Metal 1:
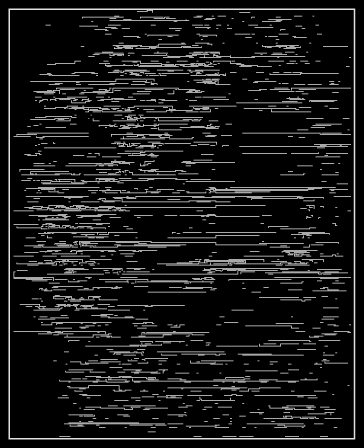
The metal 2 layer:
Scale bar: 20 um.
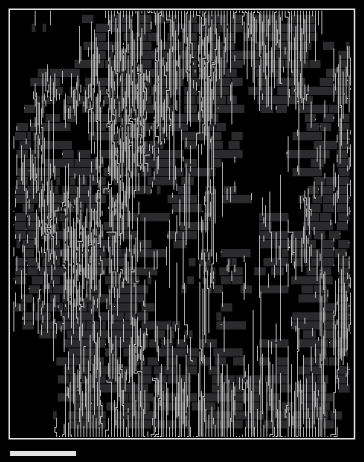
Signal wires on met3:
Scale bar: 20 um.
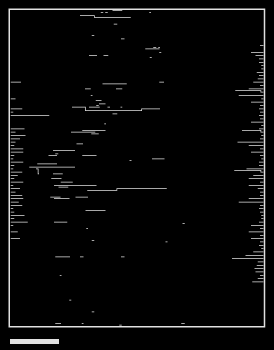
The metal 4 layer:
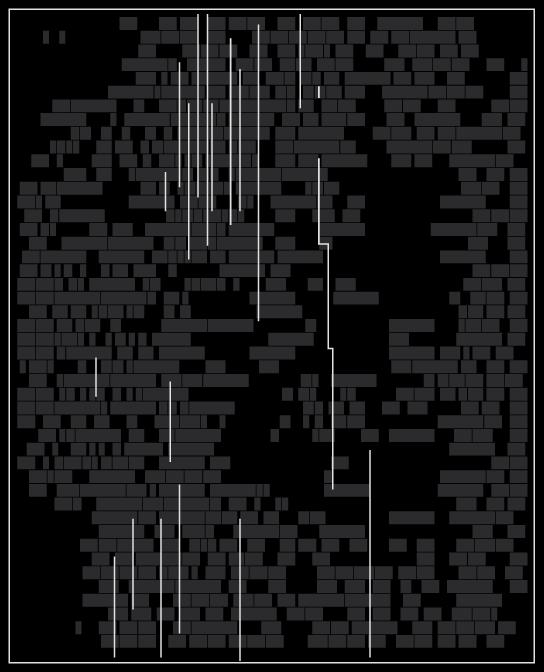
Track usage over the die:
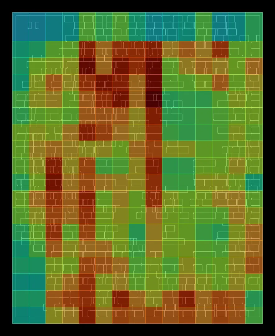
===== config.mk =====
export PLATFORM = sky130hd
export DESIGN_NAME = instruction_fetch
export DESIGN_NICKNAME = d
export VERILOG_FILES = /design/src/rtl/fetch_pkg.sv /design/src/rtl/instr_field_decoder.sv /design/src/rtl/instruction_fetch.sv
export SDC_FILE = /design/constraint.sdc
export NUM_CORES = 1
export LEC_CHECK = 0
export CORE_ASPECT_RATIO = 1.25
export CORE_UTILIZATION = 41
export CTS_CLUSTER_DIAMETER = 40
export CTS_CLUSTER_SIZE = 40
export DETAILED_ROUTE_END_ITERATION = 10
export PLACE_DENSITY = 0.91
export RECOVER_POWER = 100
export SYNTH_ARGS = -nofsm -noshare
export SYNTH_HDL_FRONTEND = slang
export SYNTH_HIERARCHICAL = 1
export SYNTH_SLANG_ARGS = --single-unit
export TNS_END_PERCENT = 50

===== constraint.sdc =====
create_clock -name clk -period 9.2 [get_ports clk]
set_input_delay 1.84 -clock clk [delete_from_list [all_inputs] [get_ports clk]]
set_output_delay 1.84 -clock clk [all_outputs]
set_load 0.1 [all_outputs]

===== src/rtl/fetch_pkg.sv =====
// Shared types and constants for the instruction fetch stage: FSM states,
// instruction field bit positions and the default reset PC.
package fetch_pkg;

    typedef enum logic [1:0] {
        ST_BOOT  = 2'd0,
        ST_FETCH = 2'd1,
        ST_HOLD  = 2'd2
    } fetch_state_e;

    localparam logic [31:0] DEFAULT_RESET_PC = 32'h0000_0000;

    localparam int OPC_MSB = 31;
    localparam int OPC_LSB = 26;
    localparam int RS_MSB  = 25;
    localparam int RS_LSB  = 21;
    localparam int RT_MSB  = 20;
    localparam int RT_LSB  = 16;
    localparam int RD_MSB  = 15;
    localparam int RD_LSB  = 11;
    localparam int SH_MSB  = 10;
    localparam int SH_LSB  = 6;
    localparam int FN_MSB  = 5;
    localparam int FN_LSB  = 0;
    localparam int IMM_MSB = 15;
    localparam int IMM_LSB = 0;
    localparam int JA_MSB  = 25;
    localparam int JA_LSB  = 0;

endpackage


===== src/rtl/instr_field_decoder.sv =====
// Pure combinational slicing of a registered instruction word into its
// MIPS-style fields.
module instr_field_decoder
    import fetch_pkg::*;
(
    input  logic [31:0] instr_i,
    output logic [5:0]  opcode_o,
    output logic [4:0]  rs_o,
    output logic [4:0]  rt_o,
    output logic [4:0]  rd_o,
    output logic [4:0]  shamt_o,
    output logic [5:0]  funct_o,
    output logic [15:0] imm16_o,
    output logic [25:0] jaddr_o
);

    assign opcode_o = instr_i[OPC_MSB:OPC_LSB];
    assign rs_o     = instr_i[RS_MSB:RS_LSB];
    assign rt_o     = instr_i[RT_MSB:RT_LSB];
    assign rd_o     = instr_i[RD_MSB:RD_LSB];
    assign shamt_o  = instr_i[SH_MSB:SH_LSB];
    assign funct_o  = instr_i[FN_MSB:FN_LSB];
    assign imm16_o  = instr_i[IMM_MSB:IMM_LSB];
    assign jaddr_o  = instr_i[JA_MSB:JA_LSB];

endmodule


===== src/rtl/instruction_fetch.sv =====
// Fetch stage: PC register, BOOT/FETCH/HOLD handshake FSM with imem,
// redirect handling and a registered instruction with decoded fields.
module instruction_fetch
    import fetch_pkg::*;
#(
    parameter logic [31:0] RESET_PC = DEFAULT_RESET_PC
) (
    input  logic        clk,
    input  logic        reset,
    output logic        imem_req,
    output logic [31:0] imem_addr,
    input  logic        imem_ready,
    input  logic [31:0] imem_rdata,
    input  logic        stall,
    input  logic        redirect,
    input  logic [31:0] redirect_pc,
    output logic        instr_valid,
    output logic [31:0] instr,
    output logic [31:0] pc_out,
    output logic [31:0] pc_plus4,
    output logic [5:0]  opcode,
    output logic [4:0]  rs,
    output logic [4:0]  rt,
    output logic [4:0]  rd,
    output logic [4:0]  shamt,
    output logic [5:0]  funct,
    output logic [15:0] imm16,
    output logic [25:0] jaddr,
    output logic        fetch_err
);

    fetch_state_e state_q;
    logic [31:0]  pc_q;
    logic [31:0]  instr_q;
    logic [31:0]  pc_out_q;
    logic         valid_q;
    logic         err_q;

    // Request is combinational so reset and redirect kill it in the same cycle.
    assign imem_req  = (state_q == ST_FETCH) && !stall && !redirect && !reset;
    assign imem_addr = pc_q;

    always_ff @(posedge clk or posedge reset) begin
        if (reset) begin
            state_q  <= ST_BOOT;
            pc_q     <= RESET_PC;
            instr_q  <= '0;
            pc_out_q <= '0;
            valid_q  <= 1'b0;
            err_q    <= 1'b0;
        end else if (redirect) begin
            pc_q    <= {redirect_pc[31:2], 2'b00};
            valid_q <= 1'b0;
            state_q <= ST_FETCH;
            if (redirect_pc[1:0] != 2'b00)
                err_q <= 1'b1;
        end else begin
            case (state_q)
                ST_BOOT: state_q <= ST_FETCH;
                ST_FETCH: begin
                    if (stall) begin
                        state_q <= ST_HOLD;
                    end else if (imem_ready) begin
                        instr_q  <= imem_rdata;
                        pc_out_q <= pc_q;
                        valid_q  <= 1'b1;
                        pc_q     <= pc_q + 32'd4;
                    end else begin
                        valid_q <= 1'b0;
                    end
                end
                ST_HOLD: begin
                    // Release cycle is the one where the consumer takes the held
                    // word, so drop valid to avoid presenting it twice.
                    if (!stall) begin
                        state_q <= ST_FETCH;
                        valid_q <= 1'b0;
                    end
                end
                default: state_q <= ST_BOOT;
            endcase
        end
    end

    assign instr_valid = valid_q;
    assign instr       = instr_q;
    assign pc_out      = pc_out_q;
    assign pc_plus4    = pc_out_q + 32'd4;
    assign fetch_err   = err_q;

    instr_field_decoder u_dec (
        .instr_i  (instr_q),
        .opcode_o (opcode),
        .rs_o     (rs),
        .rt_o     (rt),
        .rd_o     (rd),
        .shamt_o  (shamt),
        .funct_o  (funct),
        .imm16_o  (imm16),
        .jaddr_o  (jaddr)
    );

endmodule


==> results.py <==
# Generated from Yosys and OpenROAD reports
metrics = {
    "drt": {
        "wl_met1_um": 5900,
        "wl_met2_um": 8390,
    },
    "critical_path": {
        "slowest_delay_ns": 1.20,
        "worstSetupEndpoint": "imem_req",
        "cp_data_required_time_ns": 7.36,
        "r2r-end": "imem_addr[17]$_DFFE_PP0P_",
        "crit_cells": 4,
        "crit_buf_inv": 2,
        "rr_worst_depth": 4,
    },
    "cells_and_area": {
        "largest_reg_flops": 32,
        "ff_count": 96,
        "clk_share": 0.0362,
        "regArea_sq_mm": 0.00240,
        "buffer_area_frac": 0.343,
    },
    "final_timing": {
        "rsz0062_at_grt": "no",
        "final_max_slew_viol_count": 178,
        "finalClockSkew_ns": 0.00674,
        "fmax_ghz": 0.149,
    },
    "flow_run": {
        "cap_violations": 3,
        "warnings": 26,
    },
    "logic_synthesis": {
        "adder_share": 0.00661,
        "yosys-stat-cells": 501,
        "ys_seq_share": 0.453,
        "ys.flop_type": "dfrtp_1",
    },
    "floorplan": {
        "nWellTaps": 168,
        "fp.dieArea_sq_mm": 0.0134,
    },
    "global_route": {
        "grt_pass1_vias": 4469,
        "grt_max_degree": 66,
    },
    "place": {
        "port_buffers": 267,
        "pre_cts_ws_ns": 3.08,
        "hpwl_um": 11900,
        "dp.cells": 846,
    },
    "hold_path": {
        "worst_hold_startpoint": "fetch_err$_DFFE_PP0P_",
    },
    "clocking": {
        "path_clk_slew_ns": 0.07,
        "post-cts-setup-buffers": 0,
    },
    "run_status": {
        "outcome": "finished with violations",
        "violations": "max-capacitance violations, max-slew violations",
    },
}
Notes on 'metal 1' above:
main direction: horizontal
longest straight run: 40.9 um

Notes on 'the metal 2 layer' above:
share of all routed wire: 54%
main direction: vertical
nets with wire on the layer: 695
longest straight run: 57.1 um
via count: 4419
total wire length: 15500 um
GR met2 Demand/Resource: 0.424

Notes on 'signal wires on met3' above:
main direction: horizontal
wire length on this layer: 647 um
nets with wire on the layer: 147
longest straight run: 23.0 um
met3 GRT Util: 0.0347

Notes on 'the metal 4 layer' above:
wire length on this layer: 562 um
share of all routed wire: 3.6%
longest straight run: 58.5 um
nets with wire on the layer: 18
main direction: vertical

Notes on 'track usage over the die' above:
met1 Use GR: 0.265
WL/cell: 18.0 um

